==> src/rtl/tomasulo_reg_status.sv <==
// Tomasulo register status file.
// Holds architectural register values plus one rename tag per register.
// Operands are read with one cycle of latency, with a bypass from the CDB.
// Tag 0 means "not redirected". Broadcasts and renames with tag 0 are ignored.
// WAW safety comes from tag matching: a register renamed again never matches the older producer's broadcast.
module tomasulo_reg_status #(
  parameter int DATA_W     = 32,
  parameter int NUM_REGS   = 32,
  parameter int ADDR_W     = 5,
  parameter int TAG_W      = 6,
  parameter int ZERO_REG   = 1,
  parameter int INIT_INDEX = 1
) (
  input  logic              i_clock,
  input  logic              i_reset_n,
  input  logic              i_issue,
  input  logic [ADDR_W-1:0] i_a_addr,
  input  logic [ADDR_W-1:0] i_b_addr,
  input  logic              i_dest_en,
  input  logic [ADDR_W-1:0] i_dest,
  input  logic [TAG_W-1:0]  i_issue_tag,
  input  logic              i_cdb_valid,
  input  logic [TAG_W-1:0]  i_cdb_tag,
  input  logic [DATA_W-1:0] i_cdb_data,
  input  logic              i_flush,
  output logic [DATA_W-1:0] o_a_out,
  output logic [DATA_W-1:0] o_b_out,
  output logic              o_a_invalid,
  output logic              o_b_invalid,
  output logic [ADDR_W:0]   o_busy_count
);

  logic [DATA_W-1:0] r_reg [NUM_REGS];
  logic [TAG_W-1:0]  r_tag [NUM_REGS];
  logic [DATA_W-1:0] r_a_out;
  logic [DATA_W-1:0] r_b_out;
  logic              r_a_invalid;
  logic              r_b_invalid;
  logic [ADDR_W:0]   r_busy_count;

  logic [DATA_W-1:0] w_reg_next [NUM_REGS];
  logic [TAG_W-1:0]  w_tag_next [NUM_REGS];
  logic [ADDR_W:0]   w_busy_next;
  logic              w_cdb_hit;
  logic              w_rename;
  logic [DATA_W:0]   w_a_read;
  logic [DATA_W:0]   w_b_read;

  // Resolve one operand from the pre-edge state, so a self-referencing
  // instruction reads the old value of its own destination.
  // The result is {invalid, value}.
  function automatic logic [DATA_W:0] readOperand(input logic [ADDR_W-1:0] addr);
    logic [DATA_W:0] result;
    result = '0;
    if ((ZERO_REG != 0) && (addr == '0)) begin
      result = '0;
    end else if (r_tag[addr] == '0) begin
      result = {1'b0, r_reg[addr]};
    end else if (w_cdb_hit && (i_cdb_tag == r_tag[addr])) begin
      result = {1'b0, i_cdb_data};
    end else begin
      result = {1'b1, DATA_W'(r_tag[addr])};
    end
    return result;
  endfunction

  // Decode the qualified CDB broadcast and the destination rename for this cycle.
  always_comb begin
    w_cdb_hit = i_cdb_valid && (i_cdb_tag != '0);
    w_rename  = i_issue && i_dest_en && (i_issue_tag != '0) &&
                !((ZERO_REG != 0) && (i_dest == '0));
  end

  // Operand lookup for both sources. A and B are resolved independently.
  always_comb begin
    w_a_read = readOperand(i_a_addr);
    w_b_read = readOperand(i_b_addr);
  end

  // Next register and tag state.
  // The CDB write comes first. Flush then clears every tag and overrides a rename.
  // Otherwise a rename to the same register wins over the CDB tag clear.
  always_comb begin
    w_busy_next = '0;
    for (int i = 0; i < NUM_REGS; i++) begin
      w_reg_next[i] = r_reg[i];
      w_tag_next[i] = r_tag[i];
      if (w_cdb_hit && (r_tag[i] == i_cdb_tag) &&
          !((ZERO_REG != 0) && (i == 0))) begin
        w_reg_next[i] = i_cdb_data;
        w_tag_next[i] = '0;
      end
      if (i_flush) begin
        w_tag_next[i] = '0;
      end else if (w_rename && (i_dest == ADDR_W'(i))) begin
        w_tag_next[i] = i_issue_tag;
      end
      w_busy_next = w_busy_next + {{ADDR_W{1'b0}}, (w_tag_next[i] != '0)};
    end
  end

  // State and output registers.
  // Reset takes priority over everything else.
  // The operand outputs hold their values when no issue is present.
  always_ff @(posedge i_clock) begin
    if (!i_reset_n) begin
      for (int i = 0; i < NUM_REGS; i++) begin
        r_tag[i] <= '0;
        r_reg[i] <= (INIT_INDEX != 0) ? DATA_W'(i) : '0;
      end
      r_a_out      <= '0;
      r_b_out      <= '0;
      r_a_invalid  <= 1'b0;
      r_b_invalid  <= 1'b0;
      r_busy_count <= '0;
    end else begin
      for (int i = 0; i < NUM_REGS; i++) begin
        r_tag[i] <= w_tag_next[i];
        r_reg[i] <= w_reg_next[i];
      end
      if (i_issue) begin
        r_a_out     <= w_a_read[DATA_W-1:0];
        r_a_invalid <= w_a_read[DATA_W];
        r_b_out     <= w_b_read[DATA_W-1:0];
        r_b_invalid <= w_b_read[DATA_W];
      end
      r_busy_count <= w_busy_next;
    end
  end

  assign o_a_out      = r_a_out;
  assign o_b_out      = r_b_out;
  assign o_a_invalid  = r_a_invalid;
  assign o_b_invalid  = r_b_invalid;
  assign o_busy_count = r_busy_count;

endmodule

==> config.mk <==
export PLATFORM = sky130hd
export DESIGN_NAME = tomasulo_reg_status
export DESIGN_NICKNAME = d
export VERILOG_FILES = /design/src/rtl/tomasulo_reg_status.sv
export SDC_FILE = /design/constraint.sdc
export NUM_CORES = 2
export LEC_CHECK = 0
export ABC_CLOCK_PERIOD_IN_PS = 13900
export CORE_MARGIN = 5
export CORE_UTILIZATION = 35
export CTS_CLUSTER_SIZE = 30
export DETAILED_ROUTE_END_ITERATION = 10
export PLACE_DENSITY = 0.56
export SLEW_MARGIN = 20
export SYNTH_ARGS = -nofsm -noshare
export SYNTH_HDL_FRONTEND = slang
export SYNTH_SLANG_ARGS = --single-unit
==> constraint.sdc <==
create_clock -name i_clock -period 13.9 [get_ports i_clock]
set_clock_uncertainty 0.05 [all_clocks]
set_input_delay 1.39 -clock i_clock [delete_from_list [all_inputs] [get_ports i_clock]]
set_output_delay 1.39 -clock i_clock [all_outputs]
set_load 0.05 [all_outputs]
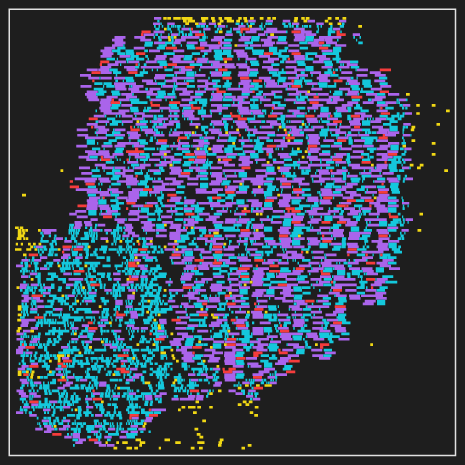
Figure 1: placement by cell class.
Drawn at 1 px/um.
red -> clock drivers and dummy loads  # cells 255, share of their area 6.3%
purple -> flops  # cells 1,256, share of their area 49%
cyan -> combinational and other logic  # cells 3,257, share of their area 41%
yellow -> other buffers and delay cells  # cells 277, share of their area 3.4%

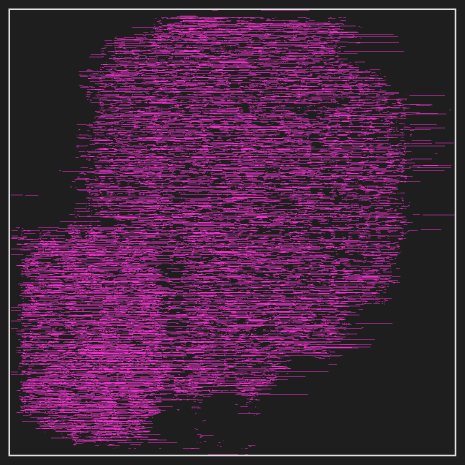
Figure 2: M1 wires.
Drawn at 1 px/um.
main direction = horizontal
share of all routed wire = 38%

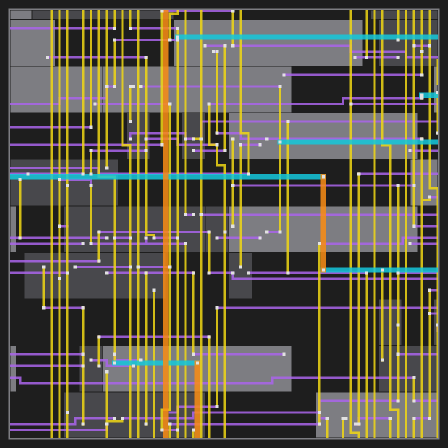
Figure 3: close-up of the layout.
Window x 99 to 124, y 321 to 346 um. Cells in gray, sequential cells in the stronger gray; small squares are vias.
cyan -> metal 3
purple -> metal 1
yellow -> metal 2
orange -> metal 4
sequential cells in the window = 6
netlist names of flops here include = `r_reg` (6)
cells with their middle in the window = 16
most frequent = edfxtp_1 (6), nor2_1 (5), mux4_2 (4)

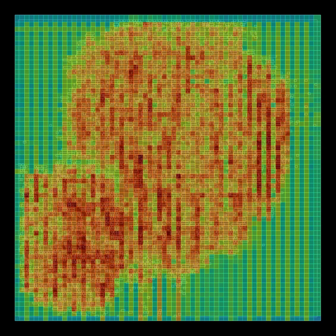
Figure 4: routing congestion map.
GR Util met2: 40.1%
layer with the highest usage: met2
met3 track utilization from global routing: 4.76%
global-route total usage across every layer: 24.6%

==> notes.md <==
Implementation results are summarized by area below.

Floorplan
The die width is 445 um. The overall chip area is 0.198 mm2. The floorplan has 159 rows. The floorplan core density is 35.2%.

Clock tree
The maximum clock path buffer count is 3. Per the CTS log, the root buffer master is sky130_fd_sc_hd__clkbuf_16.

Min path
The type of the tightest min-delay check is flop to flop.

Global routing
Entering global routing, the biggest net connects 85 pins. The sum of overflow across all layers after global routing is 0.

Finish
The layout cell share with drive strength beyond 1 is 21.7%. The number of filler instances in the final layout is 17.6k.

Final timing
Setup slack closes at 5.16 ns. Counting pins that exceed their max-slew limit in the final report gives 0. The post-route clock period utilization is 62.9%.

Logic synthesis
The largest family of logic cells by area is multiplexers. Per the synthesis report, the number of distinct cell types is 73. By area the synthesized netlist is led by sky130_fd_sc_hd__edfxtp_1 (45%), sky130_fd_sc_hd__mux4_2 (20%), sky130_fd_sc_hd__dfxtp_1 (8.0%), sky130_fd_sc_hd__nor2_1 (3.2%), sky130_fd_sc_hd__mux2i_1 (2.7%). In the synthesized netlist the async set-or-reset flop fraction comes to 0%. Yosys reports the multiplexer fraction of the synthesized area as 24.2%.

Run status
The run finished with clean final reports.

Worst setup path
The type of element launching the critical path is a primary input. The worst flop-to-flop path startpoint is r_tag[13][2]. The critical path starts at i_cdb_tag[2].

Drt
The number of search-and-repair iterations in the first detailed-routing pass is 8.
routing by layer:
| metal | wire, um | global-route usage [%] |
|---|---|---|
| met1 | 94100 | 32.1 |
| met4 | 13100 | 11.3 |
| met5 | 13 | 0 |
| met2 | 118000 | 40.1 |
| met3 | 23800 | 4.76 |
final cells by class:
class | count | area [um2] | area share [%]
clock inverters | 64 | 561 | 0.752
diodes | 1 | 2.50 | 0.00336
inverters | 94 | 359 | 0.482
repair buffers | 277 | 2400 | 3.23
clock buffers | 191 | 3960 | 5.31
well taps | 2495 | 3120 | 4.19
multi-input cells | 3163 | 29000 | 39.0
flip-flops and latches | 1256 | 35100 | 47.1
critical path: cells and delay by family:
kind,cells,cell delay (ns)
XOR/XNOR,1,0.16
AND-OR/OR-AND,4,0.65
AND/OR/NAND/NOR,6,1.34
adder cells (fa/ha/maj),8,3.74
buffers and inverters,8,2.00
report_power, final:
| group | switching [mW] | internal (mW) | total [mW] |
|---|---|---|---|
| clock network | 1.63 | 2.07 | 3.70 |
| registers | 0.0771 | 4.23 | 4.31 |
| logic | 0.677 | 0.430 | 1.11 |
| total | 2.39 | 6.73 | 9.12 |
through the flow:
stage | cell area (um2) | power, mW | instances
after CTS | 74500 | 9.15 | 7540
after global placement | 70000 | 5.46 | 7285
after detailed placement | 70000 | 5.48 | 7285
after global routing | 74500 | 9.37 | 7540
after floorplan | 66200 | 5.06 | 4936
final | 74500 | 9.12 | 7541
path summary, 6_finish.rpt:
| kind | cells after the start | slack (ns) | end |
|---|---|---|---|
| worst min register to register | 2 | 0.43 | o_a_invalid |
| worst max-delay path | 27 | 5.16 | o_busy_count[4] |
| worst max register to register | 23 | 6.76 | o_busy_count[4] |
| worst min-delay path | 2 | 0.43 | o_a_invalid |
Power figures rest on the tool's default switching activity, not on a simulated workload.
